==> src/rtl/fetch_unit.sv <==
// rtl/fetch_unit.sv - instruction fetch stage with PC, imem handshake, fetch/decode register and redirect
// Optional feature macro: MISALIGN_TRAP_EN (adds misalign_trap port and S_TRAP state).
module fetch_unit #(
  parameter logic [31:0] RESET_PC = 32'h0000_0000,
  parameter logic [31:0] NOP_INS  = 32'h0000_0013
) (
  input  logic        clk,
  input  logic        rst,
  output logic        imem_req,
  output logic [31:0] imem_addr,
  input  logic        imem_ready,
  input  logic        imem_rvalid,
  input  logic [31:0] imem_rdata,
  input  logic        stall,
  input  logic        redirect_en,
  input  logic        redirect_sel,
  input  logic [31:0] redirect_base,
  input  logic [31:0] redirect_imm,
  output logic [31:0] ins,
  output logic [31:0] ins_pc,
  output logic        ins_valid
`ifdef MISALIGN_TRAP_EN
  ,
  output logic        misalign_trap
`endif
);

  localparam logic [2:0] S_REQ  = 3'd0;
  localparam logic [2:0] S_WAIT = 3'd1;
  localparam logic [2:0] S_HOLD = 3'd2;
  localparam logic [2:0] S_DROP = 3'd3;
`ifdef MISALIGN_TRAP_EN
  localparam logic [2:0] S_TRAP = 3'd4;
`endif

  logic [2:0]  state;
  logic [31:0] fetch_pc;
  logic [31:0] pend_pc;
  logic [31:0] skid_data;
  logic [31:0] skid_pc;
  logic        skid_valid;

  logic        slot_free;
  logic        accept;
  logic        outstanding;
  logic [31:0] target_sum;
  logic [31:0] target;

  assign slot_free  = !(ins_valid && stall);
  assign imem_req   = !rst && (state == S_REQ) && slot_free && !skid_valid;
  assign imem_addr  = fetch_pc;
  assign accept     = imem_req && imem_ready;
  assign target_sum = redirect_base + redirect_imm;

  // A request is still owed a response after this edge: it must be drained in S_DROP.
  assign outstanding = ((state == S_REQ) && accept) ||
                       (((state == S_WAIT) || (state == S_DROP)) && !imem_rvalid);

`ifdef MISALIGN_TRAP_EN
  logic misaligned;
  assign target     = target_sum & ~{31'b0, redirect_sel};
  assign misaligned = (target[1:0] != 2'b00);
`else
  assign target     = target_sum & ~{31'b0, redirect_sel} & 32'hFFFF_FFFC;
`endif

  always_ff @(posedge clk or posedge rst) begin
    if (rst) begin
      state      <= S_REQ;
      fetch_pc   <= RESET_PC;
      pend_pc    <= RESET_PC;
      ins        <= NOP_INS;
      ins_pc     <= RESET_PC;
      ins_valid  <= 1'b0;
      skid_data  <= NOP_INS;
      skid_pc    <= RESET_PC;
      skid_valid <= 1'b0;
`ifdef MISALIGN_TRAP_EN
      misalign_trap <= 1'b0;
`endif
    end else if (redirect_en) begin
      fetch_pc   <= target;
      ins        <= NOP_INS;
      ins_valid  <= 1'b0;
      skid_valid <= 1'b0;
`ifdef MISALIGN_TRAP_EN
      misalign_trap <= misaligned;
      state <= outstanding ? S_DROP : (misaligned ? S_TRAP : S_REQ);
`else
      state <= outstanding ? S_DROP : S_REQ;
`endif
    end else begin
      // Consumption; a load in the case below overrides this.
      if (ins_valid && !stall) begin
        ins_valid <= 1'b0;
      end
      case (state)
        S_REQ: begin
          if (accept) begin
            pend_pc  <= fetch_pc;
            fetch_pc <= fetch_pc + 32'd4;
            state    <= S_WAIT;
          end
        end
        S_WAIT: begin
          if (imem_rvalid) begin
            if (slot_free) begin
              ins       <= imem_rdata;
              ins_pc    <= pend_pc;
              ins_valid <= 1'b1;
              state     <= S_REQ;
            end else begin
              skid_data  <= imem_rdata;
              skid_pc    <= pend_pc;
              skid_valid <= 1'b1;
              state      <= S_HOLD;
            end
          end
        end
        S_HOLD: begin
          if (!stall) begin
            ins        <= skid_data;
            ins_pc     <= skid_pc;
            ins_valid  <= 1'b1;
            skid_valid <= 1'b0;
            state      <= S_REQ;
          end
        end
        S_DROP: begin
          if (imem_rvalid) begin
`ifdef MISALIGN_TRAP_EN
            state <= misalign_trap ? S_TRAP : S_REQ;
`else
            state <= S_REQ;
`endif
          end
        end
`ifdef MISALIGN_TRAP_EN
        S_TRAP: begin
          state <= S_TRAP;
        end
`endif
        default: begin
          state <= S_REQ;
        end
      endcase
    end
  end

endmodule

==> config.mk <==
export PLATFORM = sky130hd
export DESIGN_NAME = fetch_unit
export DESIGN_NICKNAME = d
export VERILOG_FILES = /design/src/rtl/fetch_unit.sv
export SDC_FILE = /design/constraint.sdc
export NUM_CORES = 1
export LEC_CHECK = 0
export CAP_MARGIN = 10
export CORE_ASPECT_RATIO = 1.5
export CORE_MARGIN = 2
export CORE_UTILIZATION = 47
export CTS_BUF_LIST = sky130_fd_sc_hd__clkbuf_16
export CTS_CLUSTER_SIZE = 12
export DETAILED_ROUTE_END_ITERATION = 7
export GPL_ROUTABILITY_DRIVEN = 0
export HOLD_SLACK_MARGIN = 0.12
export PLACE_DENSITY = 0.77
export SLEW_MARGIN = 20
export SYNTH_ARGS = -nofsm -noshare
export SYNTH_HDL_FRONTEND = slang
export SYNTH_SLANG_ARGS = --single-unit
==> constraint.sdc <==
create_clock -name clk -period 6.7 [get_ports clk]
set_clock_uncertainty 0.05 [all_clocks]
set_input_delay 1.34 -clock clk [delete_from_list [all_inputs] [get_ports clk]]
set_output_delay 1.34 -clock clk [all_outputs]
set_load 0.02 [all_outputs]
==> impl_metrics.csv, run 1 <==
group,metric,value,unit
final_layout,syn_to_final_growth,28.3,%
setup_path,cp_common_cell,"clkdlybuf4s50_1",
drt,drtAntennaViolNets,0,
setup_path,critPathMaxFanout,2,
power_and_ir_drop,vdd_drop_max,0.204,mV
logic_synthesis,ys_seq_elements,188,
status,status,"finished clean",
clock_tree,clk_pin_slew,0.07,ns
logic_synthesis,largest_area_cell,"dfrtp_1",
placed_design,placed_area,12100,um^2
drt,via_per_inst,5.47,
global_route,grt_util_all_layers,21.7,%
logic_synthesis,top_cell,"dfrtp_1",
floorplan,row_count,65,
floorplan,die_w,122,um
logic_synthesis,area_leaders,"dfrtp_1, mux2_1, mux2i_1",
timing,slew_viol_final,0,
power_and_ir_drop,power,4.71,mW
timing,setup_viol,0,
timing,tightest_slew,0.987,ns
placed_design,dp_hpwl,16.9,mm
clock_tree,htreeDepth,4,
logic_synthesis,syn_avg_cell_area,10.6,um^2
drt,first_pass_iters,4,
global_route,antenna_found_initial,0,
logic_synthesis,ys_cells,934,
clock_tree,cts_resized,0,
placed_design,place_ws,2.35,ns
timing,timing.setup.tns,0,ns
floorplan,core_area,20800,um^2
setup_path,worstPathRequired,5.31,ns
drt,wirelength,23.5,mm
floorplan,die.size.y,182,um
flow_run,cap_viol_max_count,0,
timing,hold_viol,0,
flow_run,warnings,33,
placed_design,port-buffer-count,195,
[run 1: cell usage in the layout, fill, tap and decap left out, drive strengths merged, types with 3 or more instances in the layout]
| cell type | count |
|---|---|
| a31oi | 5 |
| a21oi | 52 |
| nor3 | 22 |
| a211oi | 7 |
| and3 | 5 |
| xor2 | 29 |
| a21o | 6 |
| nand2 | 114 |
| mux2i | 64 |
| nand4 | 15 |
| dfstp | 6 |
| nor2b | 6 |
| mux2 | 85 |
| conb | 4 |
| dfrtp | 182 |
| clkbuf | 17 |
| o21ai | 64 |
| and2 | 3 |
| buf | 9 |
| nor4 | 6 |
| o21bai | 3 |
| a311oi | 3 |
| clkinv | 6 |
| o31ai | 33 |
| and4 | 4 |
| ha | 36 |
| o21a | 4 |
| nand3 | 14 |
| inv | 26 |
| xnor2 | 23 |
| nor2 | 46 |
| clkdlybuf4s50 | 194 |
[run 1: critical path: cells and delay by family]
family	cells	cell delay, ns
simple gates	2	0.33
buf+inv	2	1.13
[run 1: registers in the layout, indices dropped and copies added, names as in the netlist]
name	count
state	2
imem_addr	30
ins	32
pend_pc	30
skid_data	32
skid_pc	30
ins_valid	1
ins_pc	30
skid_valid	1
[run 1: cell families (layout without fill, tap and decap cells)]
logic type	count (synthesis)	after routing	share of synthesized area, %
XOR/XNOR	52	52	4.61
buffers and inverters	69	256	2.90
AND-OR/OR-AND	195	195	12.8
multiplexers	149	149	16.2
adder cells (fa/ha/maj)	36	36	4.56
other	1	4	0.0380
AND/OR/NAND/NOR	244	244	11.2
flip-flops	188	188	47.7
[run 1: area by class of cell]
type,instances,area (um^2)
clock buffer,17,425
clock inverter,15,179
fill,1759,8150
inverter,21,86.3
multi-input combinational,680,4920
sequential,188,4710
tap,268,335
timing repair buffer,203,2010
[run 1: where the power goes]
group	switching, mW	internal (mW)
Clock	0.471	0.565
Combinational	0.973	0.852
Sequential	0.286	1.57
Total	1.73	2.98
[run 1: through the flow]
| step | cells | hold slack (ns) |
|---|---|---|
| floorplan | 937 | 0.408 |
| global placement | 1360 | 0.402 |
| detailed placement | 1360 | 0.407 |
| CTS | 1392 | 0.418 |
| global route | 1392 | 0.448 |
| finish | 1392 | 0.416 |
[run 1: worst paths after layout]
check | to | depth (start not counted) | slack (ns) | startpoint
setup / recovery | imem_req | 4 | 2.52 | rst
hold / removal | ins[1]$_DFFE_PP1P_ | 2 | 0.42 | ins[1]$_DFFE_PP1P_
setup reg to reg | imem_addr[31]$_DFFE_PP0N_ | 8 | 3.68 | state[0]$_DFFE_PP0P_
hold reg to reg | ins[1]$_DFFE_PP1P_ | 2 | 0.42 | ins[1]$_DFFE_PP1P_
max in group asynchronous | state[1]$_DFFE_PP0P_ | 3 | 3.95 | rst
min in group asynchronous | skid_pc[5]$_DFFE_PP0P_ | 2 | 1.45 | rst
[run 1: routing by layer]
| metal | share of wire (%) | track usage, % | up-vias | wire length, um |
|---|---|---|---|---|
| li1 | - | - | 3684 | - |
| met1 | 41 | 25.7 | 3647 | 9670 |
| met2 | 51 | 37.2 | 237 | 11900 |
| met3 | 4.2 | 3.42 | 48 | 979 |
| met4 | 4.2 | 11.3 | 0 | 977 |
| met5 | 0 | 0 | - | 0 |
**Run 1: signal wires by layer**

(2 px per um)
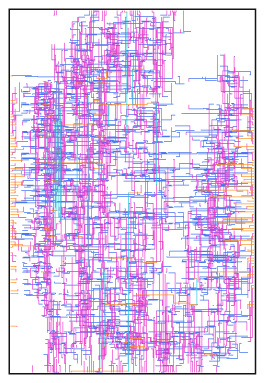
legend:
  metal 4:
    color: cyan
    wire_length: 977 um
  metal 1:
    color: blue
    wire_length: 9,670 um
  metal 2:
    color: magenta
    wire_length: 11,900 um
  metal 3:
    color: orange
    wire_length: 979 um

**Run 1: I/O nets highlighted**

(2 px per um)
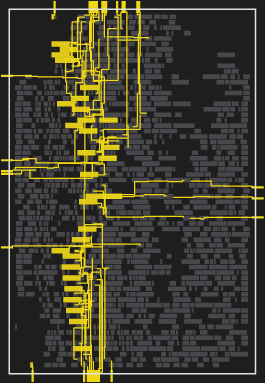
legend:
  imem_addr:
    color: yellow
    bits: 32
    direction: output
    end_cells: 32
    buffers: 30
    wire: 2,370 um

**Run 1: I/O pins on the die edge**

(1.5 px per um) Pins as bars across the die edge, other pins in gray.
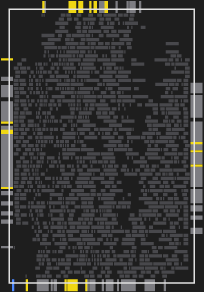
legend:
  imem_addr:
    color: yellow
    pins: 32
    direction: output
    edge: 14 top, 10 bottom, 5 left, 3 right
  redirect_sel:
    color: blue
    pins: 1
    direction: input
    edge: bottom

## Run 2: what changed since run 1
--- a/config.mk
+++ b/config.mk
@@ -8,13 +8,13 @@
 export CAP_MARGIN = 10
 export CORE_ASPECT_RATIO = 1.5
 export CORE_MARGIN = 2
-export CORE_UTILIZATION = 47
+export CORE_UTILIZATION = 52
 export CTS_BUF_LIST = sky130_fd_sc_hd__clkbuf_16
 export CTS_CLUSTER_SIZE = 12
 export DETAILED_ROUTE_END_ITERATION = 7
 export GPL_ROUTABILITY_DRIVEN = 0
 export HOLD_SLACK_MARGIN = 0.12
-export PLACE_DENSITY = 0.77
+export PLACE_DENSITY = 0.81
 export SLEW_MARGIN = 20
 export SYNTH_ARGS = -nofsm -noshare
 export SYNTH_HDL_FRONTEND = slang
==> constraint.sdc (replaced) <==
create_clock -name clk -period 4.2 [get_ports clk]
set_clock_uncertainty 0.05 [all_clocks]
set_input_delay 0.84 -clock clk [delete_from_list [all_inputs] [get_ports clk]]
set_output_delay 0.84 -clock clk [all_outputs]
set_load 0.02 [all_outputs]
**Run 2: I/O pins on the die edge**

(1.5 px per um) Pins as bars across the die edge, other pins in gray.
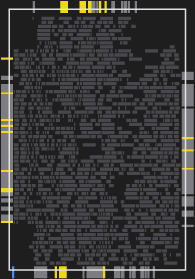
Port Buffers: 195
Die H: 173 um
Die Width: 117 um

==> run 2 against run 1 <==
  * Sequential power grew 59%
  * Sequential share of layout area is essentially flat
  * Power grew 58%
  * Global-route usage grew 1.9 points
  * Clock power grew 51%
  * Largest power group unchanged
==> impl_metrics.csv, run 2 <==
group,metric,value,unit
status,status,"finished clean",
flow_run,warnings,33,
power_and_ir_drop,power,7.44,mW
floorplan,core_area,18500,um^2
logic_synthesis,top_logic_kind,"multiplexers",
timing,tightest_slew,0.971,ns
final_layout,fillers,1435,
final_layout,logic_area,4920,um^2
power_and_ir_drop,vdd_drop_max,0.331,mV
timing,timing.setup.tns,0,ns
global_route,use_met3,3.75,%
drt,wirelength,23.2,mm
setup_path,worstPathRequired,3.31,ns
clock_tree,clk_pin_slew,0.07,ns
final_layout,stdcell_count,1380,
clock_tree,htreeDepth,4,
logic_synthesis,compound_area_share,12.8,%
logic_synthesis,top_cell,"dfrtp_1",
logic_synthesis,ys_seq_elements,188,
drt,first_pass_iters,4,
timing,hold_viol,0,
setup_path,worst-path-buf-inv,2,
final_layout,final_cell_mix,"clkdlybuf4s50_1, dfrtp_1, nand2_1",
setup_path,path_delay_family,"buffers and inverters",
placed_design,place_ws,0.614,ns
timing,setup_viol,0,
logic_synthesis,syn_avg_cell_area,10.6,um^2
logic_synthesis,ys_cells,934,
logic_synthesis,largest_area_cell,"dfrtp_1",
final_layout,syn_to_final_growth,28.2,%
drt,drtAntennaViolNets,0,
**Run 2: track usage over the die**

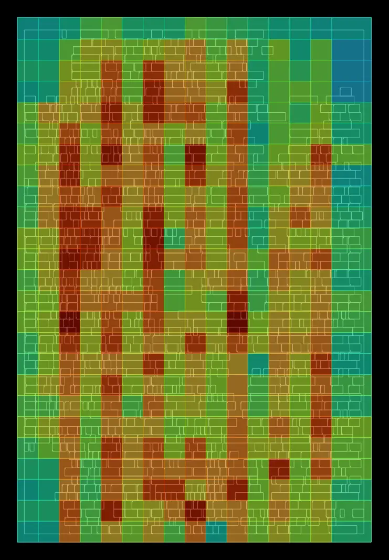
met2 usage: 40.7%
Layout Utilization: 68.3%
GRT Max-Usage Layer: met2
WL per Instance: 16.8 um
GR met1 Demand/Resource: 27.8%

==> run 2: cell families (layout without fill, tap and decap cells) <==
group,count (synthesis),after routing
adder cells (fa/ha/maj),36,36
AND-OR/OR-AND,195,195
multiplexers,149,149
AND/OR/NAND/NOR,244,244
XOR/XNOR,52,52
buffers and inverters,69,260
other,1,4
flip-flops,188,188
==> run 2: worst paths after layout <==
path                                           endpoint            startpoint  cells past startpoint  slack (ns)
worst max-delay path                           imem_req                 stall                      4        1.01
worst max register to register  skid_pc[16]$_DFFE_PP0P_  state[1]$_DFFE_PP0P_                      6        1.20
worst min-delay path                 ins[1]$_DFFE_PP1P_    ins[1]$_DFFE_PP1P_                      2        0.42
min in group asynchronous         ins_pc[6]$_DFFE_PP0P_                   rst                      2        0.82
max in group asynchronous        ins_pc[11]$_DFFE_PP0P_                   rst                      3        2.38
worst min register to register       ins[1]$_DFFE_PP1P_    ins[1]$_DFFE_PP1P_                      2        0.42
==> run 2: stage by stage <==
step	utilization [%]	hold slack [ns]	cell area, um^2
after detailed placement	65.2	0.409	12100
after CTS	68.3	0.418	12700
after global placement	65.2	0.402	12100
after floorplan	-	0.408	9890
final	68.3	0.416	12700
after global routing	68.3	0.434	12700
==> run 2: worst reg2reg max path, stage by stage (launching register included) <==
cell	delay, ns
dfrtp_1	0.44
inv_1	0.12
ha_1	0.28
nand3_1	0.24
nor3_2	0.67
buf_4	0.68
mux2_1	0.41
==> run 2: where the power goes <==
group	total (mW)	switching (mW)	internal, mW	leakage (nW)
registers	2.94	0.447	2.50	2.41
logic	2.93	1.56	1.37	2.85
clock network	1.57	0.689	0.877	0.280
total	7.44	2.69	4.74	5.54
==> run 2: layout make-up <==
type / instances / share of cell area (%)
Clock buffer: 17 / 3.36
Clock inverter: 15 / 1.17
Inverter: 21 / 0.652
Multi-Input combinational cell: 680 / 38.9
Sequential cell: 188 / 37.2
Tap cell: 252 / 2.49
Timing Repair Buffer: 207 / 16.3
==> run 2: routing by layer <==
layer	vias up	share of wire, %
met5	-	0
met4	0	3.8
met3	56	5.0
met2	232	50
met1	3691	41
li1	3713	-
Power figures rest on the tool's default switching activity, not on a simulated workload.
